==> config.mk <==
export PLATFORM = sky130hd
export DESIGN_NAME = vram_rd_arb_flat
export DESIGN_NICKNAME = d
export VERILOG_FILES = /design/src/rtl/vram_arb_pkg.sv /design/src/rtl/vram_rd_arb_if.sv /design/src/rtl/vram_tag_fifo.sv /design/src/rtl/vram_rd_arb.sv /design/src/flat_wrapper.sv
export SDC_FILE = /design/constraint.sdc
export NUM_CORES = 1
export LEC_CHECK = 0
export CAP_MARGIN = 25
export CORE_AREA = 2 2 66 68
export DETAILED_ROUTE_END_ITERATION = 10
export DIE_AREA = 0 0 68 70
export GPL_ROUTABILITY_DRIVEN = 1
export PLACE_DENSITY = 0.95
export SYNTH_ARGS = -nofsm -noshare
export SYNTH_HDL_FRONTEND = slang
export SYNTH_SLANG_ARGS = --single-unit
==> constraint.sdc <==
create_clock -name CLK -period 4.6 [get_ports CLK]
set_input_delay 0.46 -clock CLK [delete_from_list [all_inputs] [get_ports CLK]]
set_output_delay 0.46 -clock CLK [all_outputs]
set_load 0.03 [all_outputs]
==> src/rtl/vram_arb_pkg.sv <==
// rtl/vram_arb_pkg.sv - shared constants for the VRAM read-port arbiter
package vram_arb_pkg;

    localparam int ADR_W_DEF = 23;

    // Owner tag stored per outstanding read
    localparam logic OWN_DSP = 1'b0;
    localparam logic OWN_SND = 1'b1;

endpackage

==> src/rtl/vram_rd_arb_if.sv <==
// rtl/vram_rd_arb_if.sv - requester and VRAM-interface handshake bundle for vram_rd_arb
interface vram_rd_arb_if
    import vram_arb_pkg::*;
#(
    parameter int ADR_W = ADR_W_DEF
);

    logic             DSP_VRAMREQ;
    logic [ADR_W-1:0] DSP_VRAMADR;
    logic             DSP_VRAMACK;
    logic             DSP_RDATAVLD;
    logic             SND_VRAMREQ;
    logic [ADR_W-1:0] SND_VRAMADR;
    logic             VIF_SNDACK;
    logic             VIF_SNDRDATAVLD;
    logic             VIF_REQ;
    logic [ADR_W-1:0] VIF_ADR;
    logic             VIF_ACK;
    logic             VIF_RDATAVLD;

    // master: the arbiter itself; slave: requesters plus VRAM interface
    modport master (
        input  DSP_VRAMREQ, DSP_VRAMADR, SND_VRAMREQ, SND_VRAMADR, VIF_ACK, VIF_RDATAVLD,
        output DSP_VRAMACK, DSP_RDATAVLD, VIF_SNDACK, VIF_SNDRDATAVLD, VIF_REQ, VIF_ADR
    );

    modport slave (
        output DSP_VRAMREQ, DSP_VRAMADR, SND_VRAMREQ, SND_VRAMADR, VIF_ACK, VIF_RDATAVLD,
        input  DSP_VRAMACK, DSP_RDATAVLD, VIF_SNDACK, VIF_SNDRDATAVLD, VIF_REQ, VIF_ADR
    );

endinterface

==> src/rtl/vram_tag_fifo.sv <==
// rtl/vram_tag_fifo.sv - 1-bit owner-tag FIFO tracking outstanding VRAM reads in issue order
module vram_tag_fifo
    import vram_arb_pkg::*;
#(
    parameter int DEPTH = 8,
    localparam int PW   = $clog2(DEPTH),
    localparam int CW   = $clog2(DEPTH) + 1
) (
    input  logic          CLK,
    input  logic          RST_X,
    input  logic          push,
    input  logic          push_owner,
    input  logic          pop,
    output logic          head,
    output logic [CW-1:0] count,
    output logic          full,
    output logic          empty
);

    logic [DEPTH-1:0] mem;
    logic [PW-1:0]    wptr;
    logic [PW-1:0]    rptr;
    logic             do_push;
    logic             do_pop;

    assign full    = (count == CW'(DEPTH));
    assign empty   = (count == '0);
    assign do_push = push && !full;
    assign do_pop  = pop && !empty;
    assign head    = mem[rptr];

    // DEPTH is a power of two, so natural pointer overflow is the wrap
    always_ff @(posedge CLK) begin
        if (!RST_X) begin
            mem   <= '0;
            wptr  <= '0;
            rptr  <= '0;
            count <= '0;
        end else begin
            if (do_push) begin
                mem[wptr] <= push_owner;
                wptr      <= wptr + 1'b1;
            end
            if (do_pop) begin
                rptr <= rptr + 1'b1;
            end
            case ({do_push, do_pop})
                2'b10:   count <= count + 1'b1;
                2'b01:   count <= count - 1'b1;
                default: count <= count;
            endcase
        end
    end

endmodule

==> src/rtl/vram_rd_arb.sv <==
// rtl/vram_rd_arb.sv - display/sound arbiter for the shared VRAM read port with in-order return routing
module vram_rd_arb
    import vram_arb_pkg::*;
#(
    parameter int ADR_W      = ADR_W_DEF,
    parameter int TAG_DEPTH  = 8,
    parameter int STARVE_MAX = 16
) (
    input  logic          CLK,
    input  logic          RST_X,
    vram_rd_arb_if.master bus,
    output logic          ARB_ERR,
    output logic          ARB_BUSY
);

    localparam int CW = $clog2(TAG_DEPTH) + 1;
    localparam int SW = $clog2(STARVE_MAX + 1);

    logic             en;
    logic             force_snd;
    logic [SW-1:0]    starve_cnt;
    logic [ADR_W-1:0] dsp_adr;
    logic [ADR_W-1:0] snd_adr;
    logic             sel_snd;
    logic             sel_dsp;
    logic             vif_req;
    logic             push;
    logic             pop;
    logic             snd_loss;
    logic             tag_head;
    logic [CW-1:0]    tag_count;
    logic             tag_full;
    logic             tag_empty;

    assign dsp_adr = bus.DSP_VRAMADR;
    assign snd_adr = bus.SND_VRAMADR;

    // en holds every output low through reset and for the release cycle
    assign sel_snd = bus.SND_VRAMREQ && (!bus.DSP_VRAMREQ || force_snd);
    assign sel_dsp = bus.DSP_VRAMREQ && !sel_snd;
    assign vif_req = en && (bus.DSP_VRAMREQ || bus.SND_VRAMREQ) && !tag_full;
    assign push    = vif_req && bus.VIF_ACK;
    assign pop     = en && bus.VIF_RDATAVLD && !tag_empty;

    assign bus.VIF_REQ         = vif_req;
    assign bus.VIF_ADR         = !en ? '0 : (sel_snd ? snd_adr : dsp_adr);
    assign bus.DSP_VRAMACK     = push && sel_dsp;
    assign bus.VIF_SNDACK      = push && sel_snd;
    assign bus.DSP_RDATAVLD    = pop && (tag_head == OWN_DSP);
    assign bus.VIF_SNDRDATAVLD = pop && (tag_head == OWN_SND);

    assign ARB_BUSY = (tag_count != '0);

    // A loss is only display winning over sound; VIF stalls with sound selected never count
    assign snd_loss = en && bus.SND_VRAMREQ && bus.DSP_VRAMREQ && !sel_snd;

    vram_tag_fifo #(
        .DEPTH (TAG_DEPTH)
    ) u_tag_fifo (
        .CLK        (CLK),
        .RST_X      (RST_X),
        .push       (push),
        .push_owner (sel_snd ? OWN_SND : OWN_DSP),
        .pop        (pop),
        .head       (tag_head),
        .count      (tag_count),
        .full       (tag_full),
        .empty      (tag_empty)
    );

    always_ff @(posedge CLK) begin
        if (!RST_X) begin
            en         <= 1'b0;
            force_snd  <= 1'b0;
            starve_cnt <= '0;
            ARB_ERR    <= 1'b0;
        end else begin
            en <= 1'b1;
            if (en && bus.VIF_RDATAVLD && tag_empty) begin
                ARB_ERR <= 1'b1;
            end
            if (bus.VIF_SNDACK || !bus.SND_VRAMREQ) begin
                starve_cnt <= '0;
                force_snd  <= 1'b0;
            end else if (snd_loss && (starve_cnt != SW'(STARVE_MAX))) begin
                starve_cnt <= starve_cnt + 1'b1;
                if (starve_cnt == SW'(STARVE_MAX - 1)) begin
                    force_snd <= 1'b1;
                end
            end
        end
    end

endmodule

==> src/flat_wrapper.sv <==
// flat-port wrapper written by rule: the top's interface ports become plain ports
module vram_rd_arb_flat import vram_arb_pkg::*;
#(
    parameter int ADR_W      = ADR_W_DEF,
    parameter int TAG_DEPTH  = 8,
    parameter int STARVE_MAX = 16
)
  (CLK, RST_X, ARB_ERR, ARB_BUSY, bus_DSP_VRAMREQ, bus_DSP_VRAMADR, bus_SND_VRAMREQ, bus_SND_VRAMADR, bus_VIF_ACK, bus_VIF_RDATAVLD, bus_DSP_VRAMACK, bus_DSP_RDATAVLD, bus_VIF_SNDACK, bus_VIF_SNDRDATAVLD, bus_VIF_REQ, bus_VIF_ADR);
  vram_rd_arb_if #(.ADR_W(ADR_W)) bus_i ();
  input  logic CLK;
  input  logic RST_X;
  output logic ARB_ERR;
  output logic ARB_BUSY;
  input wire logic [$bits(bus_i.DSP_VRAMREQ)-1:0] bus_DSP_VRAMREQ;
  input wire logic [$bits(bus_i.DSP_VRAMADR)-1:0] bus_DSP_VRAMADR;
  input wire logic [$bits(bus_i.SND_VRAMREQ)-1:0] bus_SND_VRAMREQ;
  input wire logic [$bits(bus_i.SND_VRAMADR)-1:0] bus_SND_VRAMADR;
  input wire logic [$bits(bus_i.VIF_ACK)-1:0] bus_VIF_ACK;
  input wire logic [$bits(bus_i.VIF_RDATAVLD)-1:0] bus_VIF_RDATAVLD;
  output wire logic [$bits(bus_i.DSP_VRAMACK)-1:0] bus_DSP_VRAMACK;
  output wire logic [$bits(bus_i.DSP_RDATAVLD)-1:0] bus_DSP_RDATAVLD;
  output wire logic [$bits(bus_i.VIF_SNDACK)-1:0] bus_VIF_SNDACK;
  output wire logic [$bits(bus_i.VIF_SNDRDATAVLD)-1:0] bus_VIF_SNDRDATAVLD;
  output wire logic [$bits(bus_i.VIF_REQ)-1:0] bus_VIF_REQ;
  output wire logic [$bits(bus_i.VIF_ADR)-1:0] bus_VIF_ADR;
  assign bus_i.DSP_VRAMREQ = bus_DSP_VRAMREQ;
  assign bus_i.DSP_VRAMADR = bus_DSP_VRAMADR;
  assign bus_i.SND_VRAMREQ = bus_SND_VRAMREQ;
  assign bus_i.SND_VRAMADR = bus_SND_VRAMADR;
  assign bus_i.VIF_ACK = bus_VIF_ACK;
  assign bus_i.VIF_RDATAVLD = bus_VIF_RDATAVLD;
  assign bus_DSP_VRAMACK = bus_i.DSP_VRAMACK;
  assign bus_DSP_RDATAVLD = bus_i.DSP_RDATAVLD;
  assign bus_VIF_SNDACK = bus_i.VIF_SNDACK;
  assign bus_VIF_SNDRDATAVLD = bus_i.VIF_SNDRDATAVLD;
  assign bus_VIF_REQ = bus_i.VIF_REQ;
  assign bus_VIF_ADR = bus_i.VIF_ADR;
  vram_rd_arb #(.ADR_W(ADR_W), .TAG_DEPTH(TAG_DEPTH), .STARVE_MAX(STARVE_MAX)) u_core (.CLK(CLK), .RST_X(RST_X), .bus(bus_i), .ARB_ERR(ARB_ERR), .ARB_BUSY(ARB_BUSY));
endmodule
Run 1, local utilization:
Scale bar: 20 um. 7 x 7 tiles, from dark blue (low) to red (high), 0 to 100% covered.
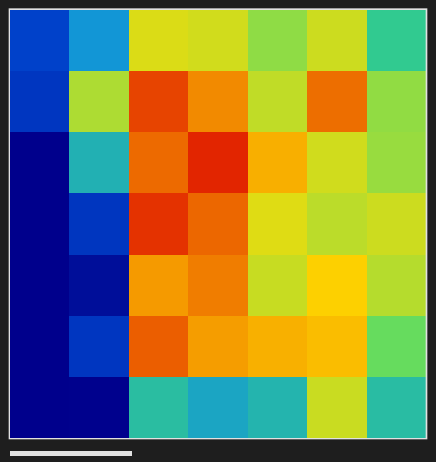
nearly empty tiles: 12%
fullest tile: 96%
tiles over 75% full: 31%
densest ninth of the die: middle
final core occ: 64.10%
core area: 4144 sq um
floorplan utilization: 42.54%

Run 1, drive-strength map:
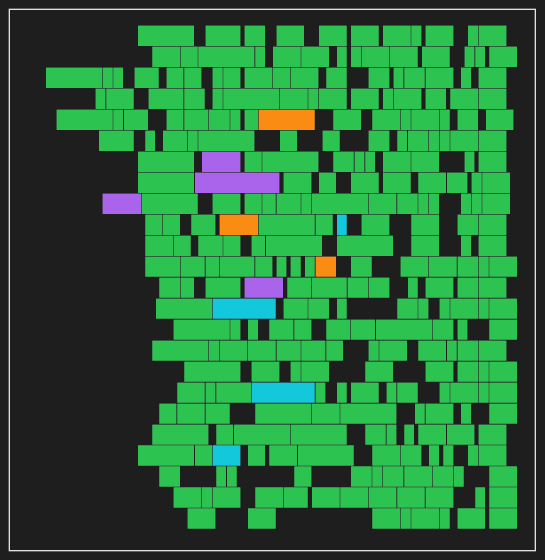
legend:
  drive 3 to 4:
    colour: orange
    cells: 3
  drive 1 or less:
    colour: green
    cells: 281
  drive 2:
    colour: cyan
    cells: 4
  drive 6 and up:
    colour: purple
    cells: 4

Run 1, placement by cell class:
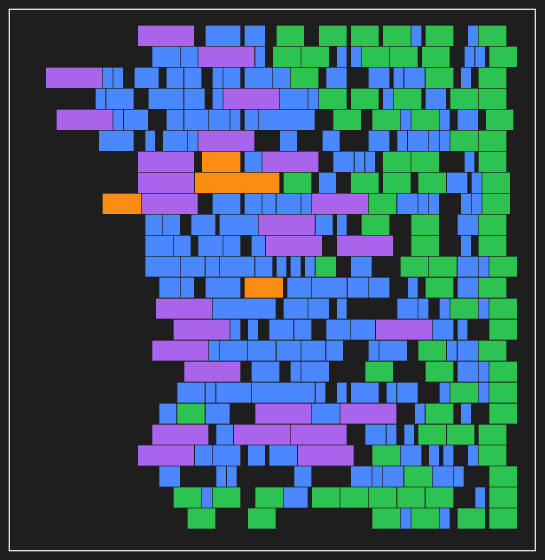
legend:
  clock drivers and dummy loads:
    colour: orange
    cells: 4
    share_of_their_area: 2.8%
  flip-flops:
    colour: purple
    cells: 26
    share_of_their_area: 20%
  all other logic:
    colour: blue
    cells: 180
    share_of_their_area: 46%
  other buffers and delay cells:
    colour: green
    cells: 82
    share_of_their_area: 32%
# rows: 24
Finished Cell Area: 2656 sq um
sequential cell area share: 19.59%

Run 1, signal metal coverage by tile:
Scale bar: 20 um. 14 x 14 tiles, from dark blue (low) to red (high), scaled to the fullest tile. Values are wire area over tile area, all layers added.
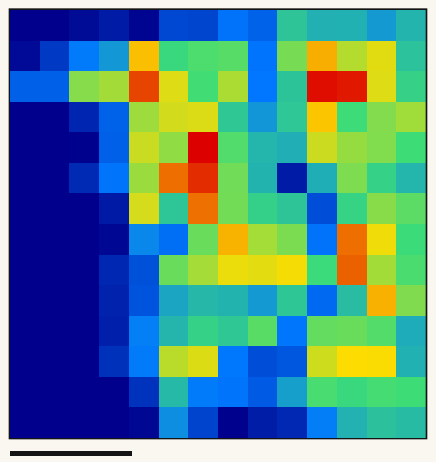
mean over tiles: 0.16
fullest tile: 0.44
emptiest ninth of the die: bottom left
tiles over half the peak: 35%
drt wl/cell: 13.45 um
final wirelength: 4.628 mm
GRT Total Usage: 18.41%
Vias: 1766

==> reports/qor.yml, run 1 <==
wl_met2_mm: 2.100
max_freq_mhz: 300.0
yosys.area_share.xor_xnor_pct: 4.471
setup_tns_ns: 0
post-place-cells: 340
finalClockPeriodUsage_pct: 72.47
status: "complete, no violations"
holdPathEnd: "u_core.u_tag_fifo.mem[2]"
yosys_area_sq_um: 1763
use_met2_pct: 31.82
power_density_nw_per_um2: 238.6
p_int_uw: 450.5
ir_drop_uv: 216.3
min_path_cells: 2
top_layer: "met4"
skew_ns: 0.005710
power_frac_comb_pct: 31.5
synthArstFlopShare_pct: 0
cp.arrival_ns: 2.87
stdcell_count: 344
ant_nets: 0
power_frac_clock_pct: 30.0
hpwl_mm: 3.362
layout.nets: 353
cts_hold_buffers: 0
syn_nets: 280
yosys_warnings: 0
p_seq_uw: 244
cts.path.max_buffers: 2
synth_flops: 26
rr_startpoint: "u_core.u_tag_fifo.count[0]"
[run 1: flip-flops by register name, summed over array words and instances (netlist names)]
register and count:
u_core.en 1, u_core.u_tag_fifo.count 4, u_core.u_tag_fifo.mem 8, u_core.u_tag_fifo.rptr 3, u_core.force_snd 1, u_core.u_tag_fifo.wptr 3
u_core.starve_cnt 5, u_core.ARB_ERR 1
[run 1: layout make-up]
class | instances | area (sq um)
clock buffers | 3 | 41.29
clock inverters | 1 | 30.03
fillers | 331 | 1488
inverters | 5 | 18.77
multi-input cells | 175 | 1162
flip-flops and latches | 26 | 520.5
well taps | 52 | 65.06
repair buffers | 82 | 818.3
[run 1: cell usage in the layout (no fill, tap or decap), types with 2 or more instances in the layout]
master           Yosys  routed
xnor2_1              5       5
a21boi_0            26      26
dfxtp_1             26      26
o21a_1               2       2
nand4b_1             2       2
inv_1                4       4
clkbuf_8             0       3
xor2_1               4       4
and2_1               5       5
nor2_1               9       9
mux4_2               2       2
clkdlybuf4s50_1      0      81
nand2b_1             2       2
nor4b_1              3       3
or3_1                2       2
nand4_1              4       4
ha_1                 8       8
nand2_1             60      60
a21oi_1              3       3
and3_1               2       2
mux2i_1             12      12
nor2b_1              7       7
[run 1: worst max-delay path by stage]
stage               slack [ns]  cells after the start                    endpoint
global placement          1.25                      6             bus_VIF_ADR[18]
floorplan                 1.99                     10  u_core.u_tag_fifo.count[2]
global route              1.12                      6             bus_VIF_ADR[18]
detailed placement        1.22                      6             bus_VIF_ADR[18]
CTS                       1.21                      6             bus_VIF_ADR[18]
finish                    1.27                      6             bus_VIF_ADR[18]
[run 1: critical path, delay by kind of cell]
kind | cells | cell delay (ns)
buffers and inverters | 2 | 1.20
AND/OR/NAND/NOR | 3 | 0.93
AND-OR/OR-AND | 1 | 0.27
Run 1, routing congestion map:
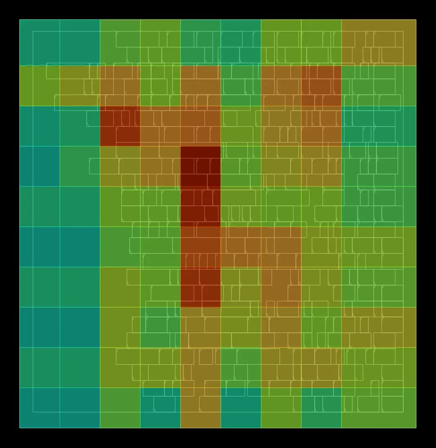

## Run 2: what changed since run 1
Settings changed: CORE_AREA 2 2 66 68 to 2 2 69 71, DIE_AREA 0 0 68 70 to 0 0 71 73, PLACE_DENSITY 0.95 to 0.89.
Clock period 4.6 ns to 3.4 ns, I/O delays scaled along.
Run 2, routing congestion map:
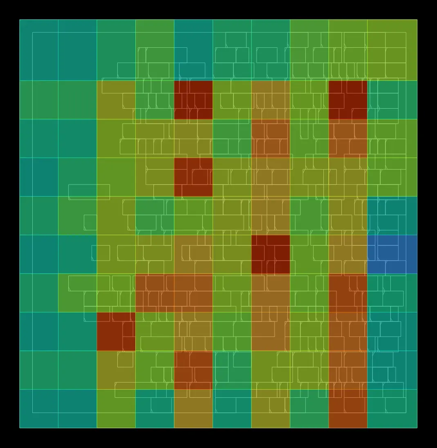
drt wl/cell: 13.37 um
met2 Usage GRT: 32.61%

Run 2, drive-strength map:
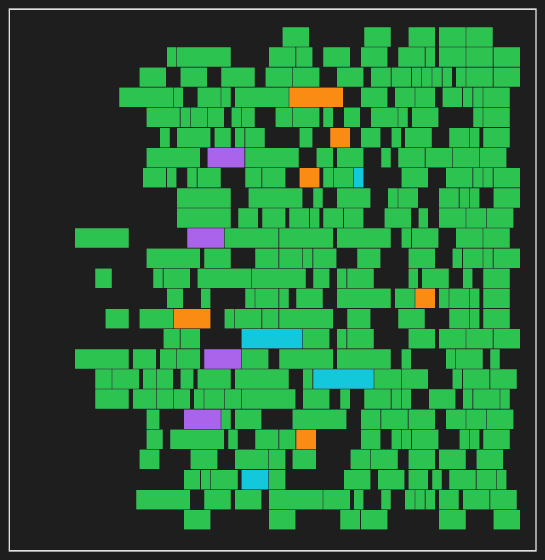
count of plain and timing-repair buffers: 85
final worst-path setup slack: 0.4489 ns

==> reports/qor.yml, run 2 <==
grt_usage_pct: 17.96
post-place-cells: 345
finalClockPeriodUsage_pct: 86.80
vias: 1817
synth_flops: 26
final_area_sq_um: 2665
largest_reg_flops: 8
cts.path.max_buffers: 2
ir_drop_uv: 164.2
ant_nets: 0
reg_top3: "u_core.u_tag_fifo.mem: 8 flops, u_core.starve_cnt: 5 flops, u_core.u_tag_fifo.count: 4 flops"
regMostFlops: "u_core.u_tag_fifo.mem"
rows: 25
hpwl_mm: 3.583
fp-utilization_pct: 38.87
finalWirelength_mm: 4.665
status: "complete, no violations"
setup_tns_ns: 0
cp.arrival_ns: 2.61
cts_hold_buffers: 0
skew_ns: 0.002222
synthArstFlopShare_pct: 0
## run 2: cell count changes in the layout (fill, tap and decap cells not counted), sizes merged
cell / delta
bufinv: -1
clkbuf: +1
buf: +3
## run 2: worst max-delay path: stages
cell and delay [ns]:
clkdlybuf4s50_1 0.55, nand2b_1 0.12, nand2_1 0.40, buf_4 0.26, nand2_1 0.07, a21boi_0 0.17
clkdlybuf4s50_1 0.69
## run 2: path summary, 6_finish.rpt
path / slack, ns / endpoint / cells past startpoint / startpoint
max: 0.45 / bus_VIF_ADR[12] / 7 / bus_DSP_VRAMREQ
min: 0.47 / u_core.u_tag_fifo.mem[6] / 2 / u_core.u_tag_fifo.mem[6]
max reg2reg: 0.67 / u_core.u_tag_fifo.count[2] / 10 / u_core.u_tag_fifo.count[0]
min reg2reg: 0.47 / u_core.u_tag_fifo.mem[6] / 2 / u_core.u_tag_fifo.mem[6]
## run 2: cell type report
cell class | count | area, sq um
repair buffers | 85 | 840.8
inverters | 5 | 18.77
clock buffers | 4 | 55.05
flip-flops and latches | 26 | 520.5
fillers | 395 | 1871
multi-input cells | 175 | 1162
well taps | 54 | 67.56
## run 2: kinds of logic (layout without fill, tap and decap cells)
logic type	Yosys count	count (layout)
AND/OR/NAND/NOR	105	105
AND-OR/OR-AND	39	39
multiplexers	14	14
flip-flops	26	26
XOR/XNOR	9	9
buffers and inverters	19	94
adder cells (fa/ha/maj)	8	8
## run 2: per-layer routing
layer,GRT usage [%],vias to the layer above,wire length (um),share of wire (%)
li1,-,908,-,-
met1,21.48,831,2018,43
met2,32.61,72,2227,48
met3,3.591,6,370,7.9
met4,5.241,0,49,1.1
met5,0,-,0,0
## run 2: power by group
part           switching (uW)  internal, uW
clock                    94.8           103
combinational             131           140
sequential               15.4           314
total                     241           557
Power is estimated from default activity; no workload was simulated.
